### src/rtl/pc_unit_pkg.sv
// Shared types and defaults for the fetch-stage program counter and its
// return-address stack.
package pc_unit_pkg;

  typedef enum logic [1:0] {
    PC_NORMAL = 2'b00,
    PC_BRANCH = 2'b01,
    PC_JUMP   = 2'b10,
    PC_RETURN = 2'b11
  } pc_inc_e;

  localparam int unsigned DEF_ADDR_W     = 32;
  localparam int unsigned DEF_RAS_DEPTH  = 4;
  localparam logic [31:0] DEF_RESET_PC   = 32'h0;
  localparam logic [31:0] DEF_EXC_VECTOR = 32'h20;

endpackage

### src/rtl/pc_unit_ret_stack.sv
// Circular return-address stack: push writes at ptr then increments, pop
// decrements then reads. A push when full overwrites the oldest entry.
module ret_stack #(
  parameter int unsigned ADDR_W    = 32,
  parameter int unsigned RAS_DEPTH = 4
) (
  input  logic                         clk,
  input  logic                         rst,
  input  logic                         en,
  input  logic                         push,
  input  logic                         pop,
  input  logic [ADDR_W-1:0]            din,
  output logic [ADDR_W-1:0]            top,
  output logic [$clog2(RAS_DEPTH):0]   count,
  output logic                         empty,
  output logic                         full,
  output logic                         ovf
);

  localparam int unsigned PTR_W = $clog2(RAS_DEPTH);
  localparam int unsigned CNT_W = PTR_W + 1;

  logic [ADDR_W-1:0] mem_q [RAS_DEPTH];
  logic [PTR_W-1:0]  ptr_q, ptr_d, ptr_m1;
  logic [CNT_W-1:0]  count_q, count_d;
  logic              ovf_q, ovf_d;
  logic              do_push, do_pop;

  assign ptr_m1  = ptr_q - PTR_W'(1);
  assign empty   = (count_q == '0);
  assign full    = (count_q == CNT_W'(RAS_DEPTH));
  assign do_push = en && push;
  assign do_pop  = en && pop && !empty;

  always_comb begin
    ptr_d   = ptr_q;
    count_d = count_q;
    ovf_d   = ovf_q;
    if (do_push) begin
      ptr_d = ptr_q + PTR_W'(1);
      if (full) ovf_d   = 1'b1;
      else      count_d = count_q + CNT_W'(1);
    end else if (do_pop) begin
      ptr_d   = ptr_m1;
      count_d = count_q - CNT_W'(1);
    end
  end

  // NOTE: sequential state uses non-blocking assignments so every register
  // samples the pre-edge values of the others.
  always_ff @(negedge clk or posedge rst) begin
    if (rst) begin
      ptr_q   <= '0;
      count_q <= '0;
      ovf_q   <= 1'b0;
    end else begin
      ptr_q   <= ptr_d;
      count_q <= count_d;
      ovf_q   <= ovf_d;
    end
  end

  // NOTE: the entry array carries no reset; count gates its validity, and
  // leaving it unreset lets it map onto plain storage.
  always_ff @(negedge clk) begin
    if (do_push) mem_q[ptr_q] <= din;
  end

  assign top   = mem_q[ptr_m1];
  assign count = count_q;
  assign ovf   = ovf_q;

endmodule

### src/rtl/pc_unit.sv
// Word-addressed fetch-stage program counter with stall, exception redirect
// with EPC capture, and a return-address stack serving the RETURN mode.
module pc_unit
  import pc_unit_pkg::*;
#(
  parameter int unsigned        ADDR_W     = DEF_ADDR_W,
  parameter logic [ADDR_W-1:0]  RESET_PC   = ADDR_W'(DEF_RESET_PC),
  parameter logic [ADDR_W-1:0]  EXC_VECTOR = ADDR_W'(DEF_EXC_VECTOR),
  parameter int unsigned        RAS_DEPTH  = DEF_RAS_DEPTH
) (
  input  logic                        clk,
  input  logic                        rst,
  input  logic                        stall,
  input  logic                        exc_req,
  input  logic [1:0]                  pc_inc_type,
  input  logic                        alu_branch_result,
  input  logic                        push_ret,
  input  logic [ADDR_W-1:0]           abs_addr,
  input  logic [ADDR_W-1:0]           branch_addr,
  output logic [ADDR_W-1:0]           current_pc,
  output logic [ADDR_W-1:0]           epc,
  output logic [$clog2(RAS_DEPTH):0]  ras_count,
  output logic                        ras_underflow,
  output logic                        ras_overflow
);

  logic [ADDR_W-1:0] pc_q, pc_d, epc_q, pc_plus1;
  logic              unf_q, unf_d;
  logic              ras_push, ras_pop, ras_en, ras_empty;
  logic [ADDR_W-1:0] ras_top;

  assign pc_plus1 = pc_q + ADDR_W'(1);
  assign ras_en   = !stall && !exc_req;

  // NOTE: every output of this block gets a default first so no latch is
  // inferred on the paths a mode does not touch.
  always_comb begin
    pc_d     = pc_plus1;
    ras_push = 1'b0;
    ras_pop  = 1'b0;
    unf_d    = 1'b0;
    unique case (pc_inc_e'(pc_inc_type))
      PC_NORMAL: ;
      PC_BRANCH: if (alu_branch_result) pc_d = pc_plus1 + branch_addr;
      PC_JUMP: begin
        pc_d     = abs_addr;
        ras_push = push_ret;
      end
      PC_RETURN: begin
        if (!ras_empty) begin
          pc_d    = ras_top;
          ras_pop = 1'b1;
        end else begin
          pc_d  = abs_addr;
          unf_d = 1'b1;
        end
      end
    endcase
  end

  // Exception beats stall; a stalled or redirected update never pulses underflow.
  always_ff @(negedge clk or posedge rst) begin
    if (rst) begin
      pc_q  <= RESET_PC;
      epc_q <= '0;
      unf_q <= 1'b0;
    end else if (exc_req) begin
      epc_q <= pc_q;
      pc_q  <= EXC_VECTOR;
      unf_q <= 1'b0;
    end else if (stall) begin
      unf_q <= 1'b0;
    end else begin
      pc_q  <= pc_d;
      unf_q <= unf_d;
    end
  end

  ret_stack #(
    .ADDR_W    (ADDR_W),
    .RAS_DEPTH (RAS_DEPTH)
  ) u_ret_stack (
    .clk   (clk),
    .rst   (rst),
    .en    (ras_en),
    .push  (ras_push),
    .pop   (ras_pop),
    .din   (pc_plus1),
    .top   (ras_top),
    .count (ras_count),
    .empty (ras_empty),
    .full  (),
    .ovf   (ras_overflow)
  );

  assign current_pc    = pc_q;
  assign epc           = epc_q;
  assign ras_underflow = unf_q;

endmodule

### config.mk
export PLATFORM = sky130hd
export DESIGN_NAME = pc_unit
export DESIGN_NICKNAME = d
export VERILOG_FILES = /design/src/rtl/pc_unit_pkg.sv /design/src/rtl/pc_unit_ret_stack.sv /design/src/rtl/pc_unit.sv
export SDC_FILE = /design/constraint.sdc
export NUM_CORES = 1
export LEC_CHECK = 0
export CAP_MARGIN = 20
export CORE_MARGIN = 2
export CORE_UTILIZATION = 64
export CTS_CLUSTER_DIAMETER = 50
export DETAILED_ROUTE_END_ITERATION = 8
export DONT_BUFFER_PORTS = 1
export PLACE_DENSITY_LB_ADDON = 0.08
export SYNTH_ARGS = -nofsm -noshare
export SYNTH_HDL_FRONTEND = slang
export SYNTH_SLANG_ARGS = --single-unit
export TNS_END_PERCENT = 30
### constraint.sdc
create_clock -name clk -period 4.8 [get_ports clk]
set_clock_uncertainty 0.1 [all_clocks]
set_input_delay 0.72 -clock clk [delete_from_list [all_inputs] [get_ports clk]]
set_output_delay 0.72 -clock clk [all_outputs]
set_load 0.01 [all_outputs]
==> out/metrics.cfg <==
[hold_path]
hold_crit_endpoint = u_ret_stack.ovf$_DFFE_NP0P_
min-delay-path-class = flop to flop
hold_path.startpoint = u_ret_stack.ovf$_DFFE_NP0P_

[sta]
totalNegativeSetupSlack_ns = -3.07
finalHoldViolations = 0
report.final.setup_viol = 20
report.final.slew_viol_count = 0
rsz0062_at_grt = yes
layout_setup_ws_ns = -0.330

[synth]
ys.flop_type = sky130_fd_sc_hd__edfxtp_1
synth-seq-area-share_pct = 50.1
most_common_cell_in_the_synthesized_netlist = sky130_fd_sc_hd__edfxtp_1
synth_chip_area_um2 = 11200
edf_count = 128
ys_cells = 998
post_synth_most_frequent_cells = sky130_fd_sc_hd__edfxtp_1, sky130_fd_sc_hd__nand2_1, sky130_fd_sc_hd__a21oi_1

[cells_and_area]
fraction_of_cell_area_in_non_clock_buffers_pct = 8.18
comb.multi_input.count = 709
stdcell_area_um2 = 13800
seq_share_pct = 40.7

[cts]
postCtsHoldBufs = 0
clk_pin_slew_worst_paths_ns = 0.06
cts_tree = done
cts_num_sinks = 199

[grt]
grt.met1_usage_pct = 52.5
gr-usage-all-layers_pct = 39.5
gr-max-usage-layer = met2
grt_max_degree = 82

[floorplan]
fp_util_pct = 65.1
nWellTaps = 225
fp-row-count = 48

[power_and_ir_drop]
vdd_ir_drop_max_uv = 752
power.share.clock_pct = 31.7
post-layout-total-power_w = 0.00600
share_seq_of_total_power_pct = 35.8
p_int_w = 0.00372
power.net_switching_w = 0.00228

[run_status]
outcome = finished, violations left
failed_checks = negative setup slack

[worst_setup_path]
timing.reg2reg.setup_slack_ns = 0.27
crit_required_ns = 2.57
critPathArrivalTime_ns = 2.90
critical_path_peak_fanout = 3
cell_seen_most_often_among_critical_path_stages = sky130_fd_sc_hd__o21ai_1

[route]
avgViaCountPerCell = 6.65
drtPass1Iterations = 8
ant_nets = 0
met3RoutedLength_um = 4840
detail_route.wirelength_um = 36100

==> flip-flops by register name, summed over array words and instances (netlist names) <==
| name | cells |
|---|---|
| u_ret_stack.mem_q | 128 |
| current_pc | 32 |
| epc | 32 |
| u_ret_stack.count | 3 |
| u_ret_stack.ptr_q | 2 |
| ras_underflow | 1 |
| u_ret_stack.ovf | 1 |
==> critical path, delay by kind of cell <==
family	cells	cell delay, ns
AND-OR/OR-AND	7	1.23
adder cells (fa/ha/maj)	2	0.45
AND/OR/NAND/NOR	1	0.22
buffers and inverters	2	0.21
XOR/XNOR	1	0.06
==> cells by family after synthesis <==
group	count (synthesis)	synth area share, %
AOI/OAI and AO/OA	267	15.0
and+or+nand+nor	266	11.4
buffers and inverters	90	3.16
DFF	199	50.1
adders and majority gates	45	5.15
xor gates and xnor gates	54	4.35
muxes	77	10.9
==> images/final_congestion.png <==
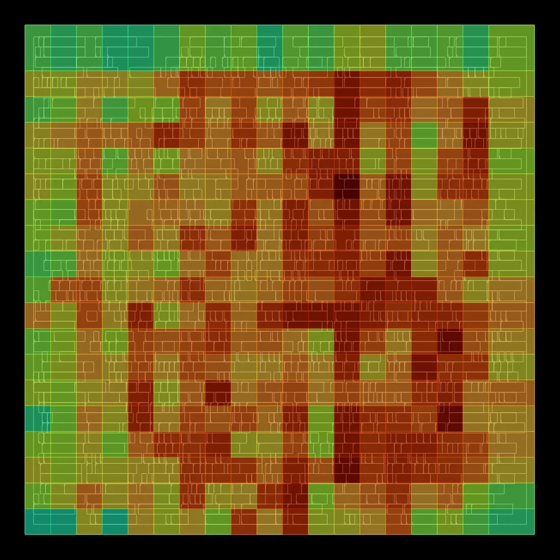
GRT met3 Usage: 12.6%
Layout Utilization: 80.0%

==> images/zoom.png <==
Window x 56 to 81, y 28 to 53 um. Cells in gray, sequential cells in the stronger gray; small squares are vias.
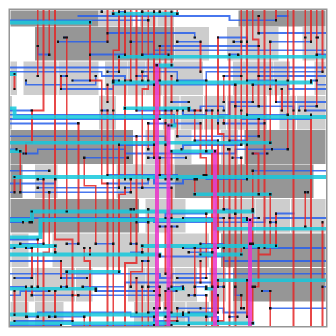
Key: met2 = red; met1 = blue; met3 = cyan; met4 = magenta
Most frequent: edfxtp_1 (7), a21oi_1 (6). 51 logic cells have their middle in the window. Netlist names of flops here include u_ret_stack.mem_q (7). Sequential cells in the window: 7.

==> images/registers.png <==
Scale: 2 px per um. Other sequential cells in the stronger gray, the rest of the logic in the fainter gray.
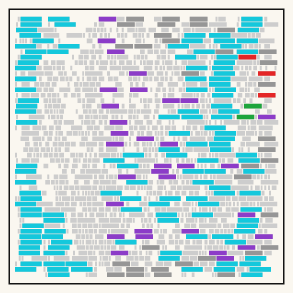
Key: u_ret_stack.ptr_q = green [flops 2]; current_pc = purple [flops 32]; u_ret_stack.mem_q = cyan [flops 128, where spread over the die]; u_ret_stack.count = red [flops 3]
Another 34 sequential cells are not colored.

==> images/pins.png <==
Scale: 3 px per um. Pins as bars across the die edge, other pins in gray.
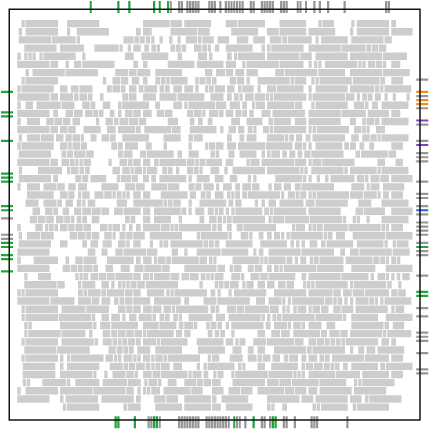
Key: alu_branch_result = blue [pins 1, direction input, edge east]; pc_inc_type = purple [pins 2, direction input, edge east]; branch_addr = green [pins 32, direction input, edge 14 west, 9 south, 6 north, 3 east]; ras_count = orange [pins 3, direction output, edge east]
All pins by edge: 44 north, 42 south, 38 east, 17 west.
Port Buf Inserts: 0
vertical die size: 136 um
die extent in x: 136 um

==> images/gate_families.png <==
Scale: 2 px per um.
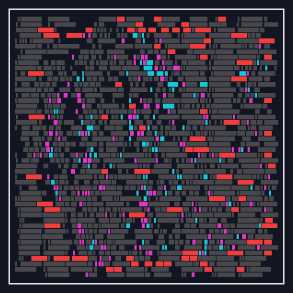
Key: NOR gates = cyan [cells 92]; NAND gates = magenta [cells 143, where spread over the die]; multiplexers = red [cells 77, where spread over the die]
Finished Layout Cells: 1,471
dominant logic cell type in the layout: sky130_fd_sc_hd__inv_1
Comb/total area: 40.2%

